Fig. 1: wiring by layer
Scale bar: 50 um.
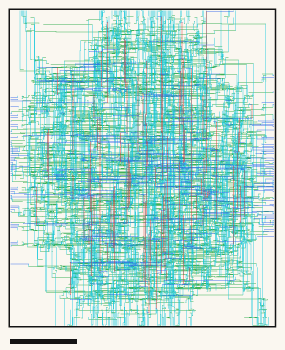
Fig. 2: nets reached from selected ports
Scale bar: 50 um.
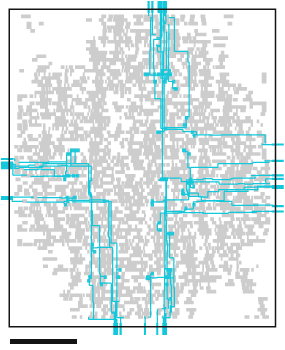
Fig. 3: selected gate families
Scale bar: 50 um.
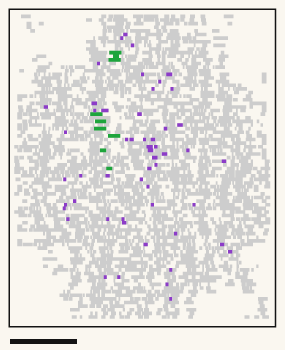
File: src/rtl/trap_ctrl_if.sv
// trap_ctrl_if: bundles the CSR access, exception/interrupt and redirect/flush
// signals of trap_ctrl_unit.
//   slave  : the trap unit (consumes CSR/exception inputs, drives redirect/flush)
//   master : the pipeline side (drives CSR/exception inputs, consumes redirect/flush)
interface trap_ctrl_if #(
  parameter int XLEN    = 32,
  parameter int NUM_IRQ = 4
);
  // CSR access from MEM
  logic              csr_rw_in;
  logic [1:0]        csr_wsc_mode_in;
  logic              csr_w_imm_mux;
  logic [11:0]       csr_rw_addr_in;
  logic [XLEN-1:0]   csr_w_data_reg;
  logic [4:0]        csr_w_data_imm;
  logic [XLEN-1:0]   csr_r_data_out;
  logic              csr_addr_illegal;
  // interrupts / exceptions / mret from WB
  logic [NUM_IRQ-1:0] irq;
  logic              illegal_inst, ecall_m, l_access_fault, s_access_fault;
  logic [XLEN-1:0]   bad_addr;
  logic              mret;
  logic [XLEN-1:0]   epc_cur, epc_next;
  // redirect / flush
  logic [XLEN-1:0]   PC_redirect;
  logic              redirect_mux;
  logic              reg_FD_flush, reg_DE_flush, reg_EM_flush, reg_MW_flush;
  logic              RegWrite_cancel;
  logic              trap_busy;

  modport slave (
    input  csr_rw_in, csr_wsc_mode_in, csr_w_imm_mux, csr_rw_addr_in,
           csr_w_data_reg, csr_w_data_imm, irq, illegal_inst, ecall_m,
           l_access_fault, s_access_fault, bad_addr, mret, epc_cur, epc_next,
    output csr_r_data_out, csr_addr_illegal, PC_redirect, redirect_mux,
           reg_FD_flush, reg_DE_flush, reg_EM_flush, reg_MW_flush,
           RegWrite_cancel, trap_busy
  );

  modport master (
    output csr_rw_in, csr_wsc_mode_in, csr_w_imm_mux, csr_rw_addr_in,
           csr_w_data_reg, csr_w_data_imm, irq, illegal_inst, ecall_m,
           l_access_fault, s_access_fault, bad_addr, mret, epc_cur, epc_next,
    input  csr_r_data_out, csr_addr_illegal, PC_redirect, redirect_mux,
           reg_FD_flush, reg_DE_flush, reg_EM_flush, reg_MW_flush,
           RegWrite_cancel, trap_busy
  );
endinterface

File: src/rtl/trap_ctrl_unit.sv
// trap_ctrl_unit: machine-mode CSR file plus trap/mret sequencer.
//   clk, rst : clock, synchronous active-high reset
//   bus      : trap_ctrl_if.slave -- CSR read/write port, interrupt lines,
//              WB exception flags, mret, redirect target, flushes, WB cancel.
// A trap is detected in IDLE (flushes combinational), committed in TRAP
// (CSR update + redirect), so the handler is fetched two cycles after detect.
module trap_ctrl_unit #(
  parameter int              XLEN        = 32,
  parameter int              NUM_IRQ     = 4,
  parameter logic [XLEN-1:0] MTVEC_RESET = '0
) (
  input logic        clk,
  input logic        rst,
  trap_ctrl_if.slave bus
);
  typedef enum logic [1:0] {S_IDLE, S_TRAP, S_RET} state_t;

  localparam logic [11:0] A_MSTATUS = 12'h300, A_MIE = 12'h304, A_MTVEC = 12'h305,
                          A_MSCRATCH = 12'h340, A_MEPC = 12'h341, A_MCAUSE = 12'h342,
                          A_MTVAL = 12'h343, A_MIP = 12'h344;

  state_t          state_q, state_d;
  logic [XLEN-1:0] mstatus_q, mstatus_d, mie_q, mie_d, mip_q, mip_d;
  logic [XLEN-1:0] mtvec_q, mtvec_d, mepc_q, mepc_d, mcause_q, mcause_d;
  logic [XLEN-1:0] mtval_q, mtval_d, mscratch_q, mscratch_d;
  // trap context captured at detect, committed to CSRs in TRAP
  logic [XLEN-1:0] cause_lat_q, cause_lat_d, tval_lat_q, tval_lat_d, epc_lat_q, epc_lat_d;

  // interrupt arbitration: lowest enabled pending line wins
  logic [NUM_IRQ-1:0] int_vec;
  logic               int_pend;
  logic [3:0]         int_idx;
  assign int_vec  = mip_q[16 +: NUM_IRQ] & mie_q[16 +: NUM_IRQ];
  assign int_pend = mstatus_q[3] & (|int_vec);

  always_comb begin
    int_idx = '0;
    for (int i = NUM_IRQ - 1; i >= 0; i--)
      if (int_vec[i]) int_idx = 4'(i);
  end

  logic            exc_any;
  logic [4:0]      exc_code;
  logic [XLEN-1:0] exc_tval;
  assign exc_any = bus.illegal_inst | bus.ecall_m | bus.l_access_fault | bus.s_access_fault;

  always_comb begin
    exc_code = 5'd7;
    exc_tval = bus.bad_addr;
    if (bus.illegal_inst)        begin exc_code = 5'd2;  exc_tval = '0; end
    else if (bus.ecall_m)        begin exc_code = 5'd11; exc_tval = '0; end
    else if (bus.l_access_fault) exc_code = 5'd5;
  end

  // CSR read mux / legality
  logic [XLEN-1:0] csr_old, csr_op, csr_new;
  logic            csr_legal, csr_we;

  always_comb begin
    csr_legal = 1'b1;
    csr_old   = '0;
    case (bus.csr_rw_addr_in)
      A_MSTATUS:  csr_old = mstatus_q;
      A_MIE:      csr_old = mie_q;
      A_MTVEC:    csr_old = mtvec_q;
      A_MSCRATCH: csr_old = mscratch_q;
      A_MEPC:     csr_old = mepc_q;
      A_MCAUSE:   csr_old = mcause_q;
      A_MTVAL:    csr_old = mtval_q;
      A_MIP:      csr_old = mip_q;
      default:    csr_legal = 1'b0;
    endcase
  end

  assign csr_op = bus.csr_w_imm_mux ? XLEN'(bus.csr_w_data_imm) : bus.csr_w_data_reg;

  always_comb begin
    case (bus.csr_wsc_mode_in)
      2'b01:   csr_new = csr_op;
      2'b10:   csr_new = csr_old | csr_op;
      2'b11:   csr_new = csr_old & ~csr_op;
      default: csr_new = csr_old;
    endcase
  end

  // set/clear with a zero operand is a pure read
  assign csr_we = bus.csr_rw_in & csr_legal &
                  ((bus.csr_wsc_mode_in == 2'b01) | (bus.csr_wsc_mode_in[1] & (csr_op != '0)));

  logic            flush, cancel, redirect;
  logic [XLEN-1:0] pc_redir, vec_off;
  assign vec_off = XLEN'({cause_lat_q[4:0], 2'b00});

  always_comb begin
    state_d     = state_q;
    mstatus_d   = mstatus_q;
    mie_d       = mie_q;
    mtvec_d     = mtvec_q;
    mepc_d      = mepc_q;
    mcause_d    = mcause_q;
    mtval_d     = mtval_q;
    mscratch_d  = mscratch_q;
    cause_lat_d = cause_lat_q;
    tval_lat_d  = tval_lat_q;
    epc_lat_d   = epc_lat_q;
    mip_d       = '0;
    mip_d[16 +: NUM_IRQ] = bus.irq;
    flush    = 1'b0;
    cancel   = 1'b0;
    redirect = 1'b0;
    pc_redir = '0;

    case (state_q)
      S_IDLE: begin
        if (int_pend || exc_any) begin
          flush  = 1'b1;
          cancel = ~int_pend;  // the interrupted instruction still retires
          if (int_pend) begin
            cause_lat_d           = '0;
            cause_lat_d[XLEN-1]   = 1'b1;
            cause_lat_d[4:0]      = 5'd16 + 5'(int_idx);
            tval_lat_d            = '0;
            epc_lat_d             = bus.epc_next;
          end else begin
            cause_lat_d = XLEN'(exc_code);
            tval_lat_d  = exc_tval;
            epc_lat_d   = bus.epc_cur;
          end
          state_d = S_TRAP;
        end else if (bus.mret) begin
          flush   = 1'b1;
          state_d = S_RET;
        end else if (csr_we) begin
          case (bus.csr_rw_addr_in)
            A_MSTATUS:  mstatus_d  = csr_new;
            A_MIE:      mie_d      = csr_new;
            A_MTVEC:    mtvec_d    = csr_new & ~XLEN'(2);
            A_MSCRATCH: mscratch_d = csr_new;
            A_MEPC:     mepc_d     = csr_new & ~XLEN'(1);
            A_MCAUSE:   mcause_d   = csr_new;
            A_MTVAL:    mtval_d    = csr_new;
            default: ;  // mip is hardware-owned
          endcase
        end
      end
      S_TRAP: begin
        flush        = 1'b1;
        redirect     = 1'b1;
        pc_redir     = {mtvec_q[XLEN-1:2], 2'b00} +
                       (((mtvec_q[1:0] == 2'b01) && cause_lat_q[XLEN-1]) ? vec_off : '0);
        mepc_d       = epc_lat_q & ~XLEN'(1);
        mcause_d     = cause_lat_q;
        mtval_d      = tval_lat_q;
        mstatus_d[7]     = mstatus_q[3];
        mstatus_d[3]     = 1'b0;
        mstatus_d[12:11] = 2'b11;
        state_d      = S_IDLE;
      end
      S_RET: begin
        flush        = 1'b1;
        redirect     = 1'b1;
        pc_redir     = mepc_q;
        mstatus_d[3] = mstatus_q[7];
        mstatus_d[7] = 1'b1;
        state_d      = S_IDLE;
      end
      default: state_d = S_IDLE;
    endcase

    // outputs held low while reset is applied
    if (rst) begin
      flush    = 1'b0;
      cancel   = 1'b0;
      redirect = 1'b0;
      pc_redir = '0;
    end
  end

  always_ff @(posedge clk) begin
    if (rst) begin
      state_q     <= S_IDLE;
      mstatus_q   <= '0;
      mie_q       <= '0;
      mip_q       <= '0;
      mtvec_q     <= MTVEC_RESET;
      mepc_q      <= '0;
      mcause_q    <= '0;
      mtval_q     <= '0;
      mscratch_q  <= '0;
      cause_lat_q <= '0;
      tval_lat_q  <= '0;
      epc_lat_q   <= '0;
    end else begin
      state_q     <= state_d;
      mstatus_q   <= mstatus_d;
      mie_q       <= mie_d;
      mip_q       <= mip_d;
      mtvec_q     <= mtvec_d;
      mepc_q      <= mepc_d;
      mcause_q    <= mcause_d;
      mtval_q     <= mtval_d;
      mscratch_q  <= mscratch_d;
      cause_lat_q <= cause_lat_d;
      tval_lat_q  <= tval_lat_d;
      epc_lat_q   <= epc_lat_d;
    end
  end

  assign bus.csr_r_data_out   = csr_old;
  assign bus.csr_addr_illegal = bus.csr_rw_in & ~csr_legal & ~rst;
  assign bus.PC_redirect      = pc_redir;
  assign bus.redirect_mux     = redirect;
  assign bus.reg_FD_flush     = flush;
  assign bus.reg_DE_flush     = flush;
  assign bus.reg_EM_flush     = flush;
  assign bus.reg_MW_flush     = flush;
  assign bus.RegWrite_cancel  = cancel;
  assign bus.trap_busy        = (state_q != S_IDLE) & ~rst;
endmodule

File: src/flat_wrapper.sv
// flat-port wrapper written by rule: the top's interface ports become plain ports
module trap_ctrl_unit_flat 
#(
  parameter int              XLEN        = 32,
  parameter int              NUM_IRQ     = 4,
  parameter logic [XLEN-1:0] MTVEC_RESET = '0
)
  (clk, rst, bus_csr_rw_in, bus_csr_wsc_mode_in, bus_csr_w_imm_mux, bus_csr_rw_addr_in, bus_csr_w_data_reg, bus_csr_w_data_imm, bus_irq, bus_illegal_inst, bus_ecall_m, bus_l_access_fault, bus_s_access_fault, bus_bad_addr, bus_mret, bus_epc_cur, bus_epc_next, bus_csr_r_data_out, bus_csr_addr_illegal, bus_PC_redirect, bus_redirect_mux, bus_reg_FD_flush, bus_reg_DE_flush, bus_reg_EM_flush, bus_reg_MW_flush, bus_RegWrite_cancel, bus_trap_busy);
  trap_ctrl_if #(.XLEN(XLEN), .NUM_IRQ(NUM_IRQ)) bus_i ();
  input logic clk;
  input logic rst;
  input wire logic [$bits(bus_i.csr_rw_in)-1:0] bus_csr_rw_in;
  input wire logic [$bits(bus_i.csr_wsc_mode_in)-1:0] bus_csr_wsc_mode_in;
  input wire logic [$bits(bus_i.csr_w_imm_mux)-1:0] bus_csr_w_imm_mux;
  input wire logic [$bits(bus_i.csr_rw_addr_in)-1:0] bus_csr_rw_addr_in;
  input wire logic [$bits(bus_i.csr_w_data_reg)-1:0] bus_csr_w_data_reg;
  input wire logic [$bits(bus_i.csr_w_data_imm)-1:0] bus_csr_w_data_imm;
  input wire logic [$bits(bus_i.irq)-1:0] bus_irq;
  input wire logic [$bits(bus_i.illegal_inst)-1:0] bus_illegal_inst;
  input wire logic [$bits(bus_i.ecall_m)-1:0] bus_ecall_m;
  input wire logic [$bits(bus_i.l_access_fault)-1:0] bus_l_access_fault;
  input wire logic [$bits(bus_i.s_access_fault)-1:0] bus_s_access_fault;
  input wire logic [$bits(bus_i.bad_addr)-1:0] bus_bad_addr;
  input wire logic [$bits(bus_i.mret)-1:0] bus_mret;
  input wire logic [$bits(bus_i.epc_cur)-1:0] bus_epc_cur;
  input wire logic [$bits(bus_i.epc_next)-1:0] bus_epc_next;
  output wire logic [$bits(bus_i.csr_r_data_out)-1:0] bus_csr_r_data_out;
  output wire logic [$bits(bus_i.csr_addr_illegal)-1:0] bus_csr_addr_illegal;
  output wire logic [$bits(bus_i.PC_redirect)-1:0] bus_PC_redirect;
  output wire logic [$bits(bus_i.redirect_mux)-1:0] bus_redirect_mux;
  output wire logic [$bits(bus_i.reg_FD_flush)-1:0] bus_reg_FD_flush;
  output wire logic [$bits(bus_i.reg_DE_flush)-1:0] bus_reg_DE_flush;
  output wire logic [$bits(bus_i.reg_EM_flush)-1:0] bus_reg_EM_flush;
  output wire logic [$bits(bus_i.reg_MW_flush)-1:0] bus_reg_MW_flush;
  output wire logic [$bits(bus_i.RegWrite_cancel)-1:0] bus_RegWrite_cancel;
  output wire logic [$bits(bus_i.trap_busy)-1:0] bus_trap_busy;
  assign bus_i.csr_rw_in = bus_csr_rw_in;
  assign bus_i.csr_wsc_mode_in = bus_csr_wsc_mode_in;
  assign bus_i.csr_w_imm_mux = bus_csr_w_imm_mux;
  assign bus_i.csr_rw_addr_in = bus_csr_rw_addr_in;
  assign bus_i.csr_w_data_reg = bus_csr_w_data_reg;
  assign bus_i.csr_w_data_imm = bus_csr_w_data_imm;
  assign bus_i.irq = bus_irq;
  assign bus_i.illegal_inst = bus_illegal_inst;
  assign bus_i.ecall_m = bus_ecall_m;
  assign bus_i.l_access_fault = bus_l_access_fault;
  assign bus_i.s_access_fault = bus_s_access_fault;
  assign bus_i.bad_addr = bus_bad_addr;
  assign bus_i.mret = bus_mret;
  assign bus_i.epc_cur = bus_epc_cur;
  assign bus_i.epc_next = bus_epc_next;
  assign bus_csr_r_data_out = bus_i.csr_r_data_out;
  assign bus_csr_addr_illegal = bus_i.csr_addr_illegal;
  assign bus_PC_redirect = bus_i.PC_redirect;
  assign bus_redirect_mux = bus_i.redirect_mux;
  assign bus_reg_FD_flush = bus_i.reg_FD_flush;
  assign bus_reg_DE_flush = bus_i.reg_DE_flush;
  assign bus_reg_EM_flush = bus_i.reg_EM_flush;
  assign bus_reg_MW_flush = bus_i.reg_MW_flush;
  assign bus_RegWrite_cancel = bus_i.RegWrite_cancel;
  assign bus_trap_busy = bus_i.trap_busy;
  trap_ctrl_unit #(.XLEN(XLEN), .NUM_IRQ(NUM_IRQ), .MTVEC_RESET(MTVEC_RESET)) u_core (.clk(clk), .rst(rst), .bus(bus_i));
endmodule
File: config.mk
export PLATFORM = sky130hd
export DESIGN_NAME = trap_ctrl_unit_flat
export DESIGN_NICKNAME = d
export VERILOG_FILES = /design/src/rtl/trap_ctrl_if.sv /design/src/rtl/trap_ctrl_unit.sv /design/src/flat_wrapper.sv
export SDC_FILE = /design/constraint.sdc
export NUM_CORES = 1
export LEC_CHECK = 0
export CORE_ASPECT_RATIO = 1.2
export CORE_MARGIN = 3
export CORE_UTILIZATION = 35
export CTS_BUF_LIST = sky130_fd_sc_hd__clkbuf_16
export CTS_CLUSTER_DIAMETER = 30
export DETAILED_ROUTE_END_ITERATION = 10
export HOLD_SLACK_MARGIN = 0.06
export PLACE_DENSITY_LB_ADDON = 0.25
export REMOVE_ABC_BUFFERS = 1
export SYNTH_ARGS = -nofsm -noshare
export SYNTH_HDL_FRONTEND = slang
export SYNTH_SLANG_ARGS = --single-unit
File: constraint.sdc
create_clock -name clk -period 3.26 [get_ports clk]
set_input_delay 0.489 -clock clk [delete_from_list [all_inputs] [get_ports clk]]
set_output_delay 0.489 -clock clk [all_outputs]
set_load 0.01 [all_outputs]
==> flow_summary.ini <==
; generated from flow reports
[run_status]
status = complete, but fails checks
violations = setup timing

[clocking]
cts.sinks = 296
cts_resized = 172
cts_tree = built
cts_setup_buffers = 14
cts_root_buffer = clkbuf_16
clk_path_buf_depth = 3
htreeDepth = 3
clock_latency_ns = 0.60
holdBufCountCts = 0
cts_made_buffers = 71
clk_pin_slew_ns = 0.04

[synth]
synth_chip_area_mm2 = 0.01561
synth_cell_types = 75
yosysCellCount = 1853
ys_async_sr_fraction = 0
synth-compound-area-share = 0.2046
top_logic_kind = simple AND/OR/NAND/NOR gates
netlist_area_mm2 = 0.01561
synth_area_per_cell_um2 = 8.427
ys_seq_frac = 0.3795
synth-simple-area-share = 0.2233
ys_ff = 296
yosys_warnings = 0
mux_share = 0.08934
syn_inst = 1853
ys.flop_type = dfxtp_1
xor_share = 0.03309
adder_share = 0.008494
synth-edff-count = 0

[worst_setup_path]
timing.rr.start = u_core.mepc_q[26]$_SDFFE_PP0P_
crit_start = u_core.cause_lat_q[4]$_SDFFE_PP0P_
worst-path-buf-inv = 3
critical-path-top-delay-family = AND-OR/OR-AND gates
end_kind = primary output
worst-setup-path-type = flop to primary output
reg2reg_slack_ns = 0.81
critPathArrivalTime_ns = 3.08
rr_endpoint = u_core.mtval_q[26]$_SDFFE_PP0P_
slowest_stage = dfxtp_2
worstRegToRegCells = 11
critPathMaxFanout = 6
crit_path_end = bus_PC_redirect[26]
setup.worst_path.start_class = flop
cp.depth = 13
required_ns = 2.77
max_stage_delay_ns = 0.34
path_cells = and3_4, ha_4, inv_2, fa_2, nor2b_1, o21a_1, o21a_1, o2111a_1, buf_12, nand3_1, xor2_1, o21ai_1, buf_2
cpMostUsedCell = o21a_1

[detailed_routing]
drt_iter0_markers = 1459
dr_wl_met3_um = 4906
met1_length_um = 26290
highest_layer = met4
num_vias = 16040
wl_per_cell_um = 22.91
drcViolationCount = 0
route.met2.wl_um = 30950
routed_wl_um = 65150
dr.pass1.iters = 6
viasPerCell = 5.639
drtAntennaViolNets = 0

[job]
drv_cap = 0
warning_count = 34

[global_route]
met1_usage = 0.3391
busiest_layer = met2
grt_max_degree = 145
grt_pass1_vias = 15890
antenna_found_initial = 0
grtUsageMet3 = 0.04210
grt_pass1_wl_um = 95790
grt_use_met2 = 0.4395
grt-ovfl-total = 0
grt_use_total = 0.2660

[layout]
fin_util = 0.5151
n_antenna_cell = 0
fin_nets = 2403
area_growth_pct = 44.92
mostFrequentLayoutCells = 313 x nand2_1, 293 x dfxtp_1, 208 x buf_4
layout-drive-gt1-share = 0.2298
mostFrequentLayoutCell = nand2_1

[timing]
setup_slack_ns = -0.3105
slew_viol_final = 0
fin_skew_ns = 0.03576
period_used_share = 1.095
fmax_mhz = 280.1
fin_crit_ns = 3.571
final.setup.tns_ns = -4.842
setup_viol = 24
rsz0062_at_grt = true
timing.hold.ws_ns = 0.4493
worst_pin_slew_ns = 0.7740
slew-limit-headroom = 0.4840
hold_viol = 0

[floorplan]
fp_util = 0.3554
die_h_um = 237.4
num_rows = 84
die_x_um = 198.8
die_area_mm2 = 0.04719
core_area_mm2 = 0.04393

[pwr]
p_total_w = 0.01253
powerDensity_mw_per_mm2 = 553.7
peakVddDrop_v = 0.0003020
p_leak_nw = 8.485

[min_path]
holdPathEnd = u_core.mie_q[3]$_SDFFE_PP0P_
hold_start = u_core.mie_q[3]$_SDFFE_PP0P_
min_path_cells = 2
hold_class = flop to flop

[placed_design]
gp_congestion = 0.9100
preCtsSetupSlack_ns = -0.3697
dp_hpwl_um = 45760
About Fig. 1:
Key: cyan = met2 [wire length 31.0 mm]; red = met4 [wire length 3000 um]; blue = met3 [wire length 4910 um]; green = met1 [wire length 26.3 mm]

About Fig. 2:
Key: cyan = bus_csr_w_data_reg [bits 32, direction input, edge 9 south, 8 east, 8 north, 7 west, end cells 69, wire 2950 um]
port buffer count: 228
I/O pins: 232

About Fig. 3:
Key: purple = AND and OR gates [cells 55]; green = adder and majority cells [cells 10]

## sequential cells by signal (all words and copies together) (netlist names)
signal / cells
u_core.mcause_q: 32
u_core.mtvec_q: 31
u_core.epc_lat_q: 31
u_core.mstatus_q: 32
u_core.tval_lat_q: 32
u_core.mtval_q: 32
u_core.cause_lat_q: 5
u_core.mip_q: 4
u_core.mepc_q: 31
u_core.mscratch_q: 32
u_core.mie_q: 32
u_core.state_q: 2
## power by group
part | total (W) | leakage, nW | internal, W | switching, W
registers | 0.00383 | 2.41 | 0.00375 | 0.0000774
clock network | 0.00747 | 1.20 | 0.00508 | 0.00239
logic | 0.00123 | 4.88 | 0.000553 | 0.000679
## Yosys cell counts (13+ instances only)
library cell,n,area (um^2)
buf_6,18,202.7
buf_4,17,127.6
nor2b_1,48,300.3
nor2_1,180,675.7
nand4_1,67,419.2
nand2_1,319,1197
a22o_1,27,236.5
mux2i_1,73,730.7
a21oi_1,137,685.7
clkbuf_1,79,296.5
dfxtp_1,296,5926
a2bb2oi_1,13,113.9
a22oi_1,60,450.4
mux4_2,24,540.5
nor3_1,33,165.2
buf_2,49,245.2
xnor2_1,41,359.1
xor2_1,18,157.7
a211oi_1,87,653.1
o21ai_0,29,145.1
and3_1,15,93.84
a211oi_2,16,200.2
nand3_1,14,70.07
and2_1,15,93.84
inv_1,15,56.30
## area by class of cell
class	count	area, um^2
fillers	4092	21300
multi-input cells	1371	8981
flip-flops and latches	296	5929
repair buffers	478	4444
clock buffers	72	1802
clock inverters	53	716.9
well taps	559	699.4
inverters	15	56.30
## through the flow
step | cell area, um^2 | instances
after global routing | 22630 | 2844
final | 22630 | 2844
after CTS | 22390 | 2832
after detailed placement | 19760 | 2692
after floorplan | 14710 | 1682
after global placement | 19760 | 2692
Power is estimated from default activity; no workload was simulated.
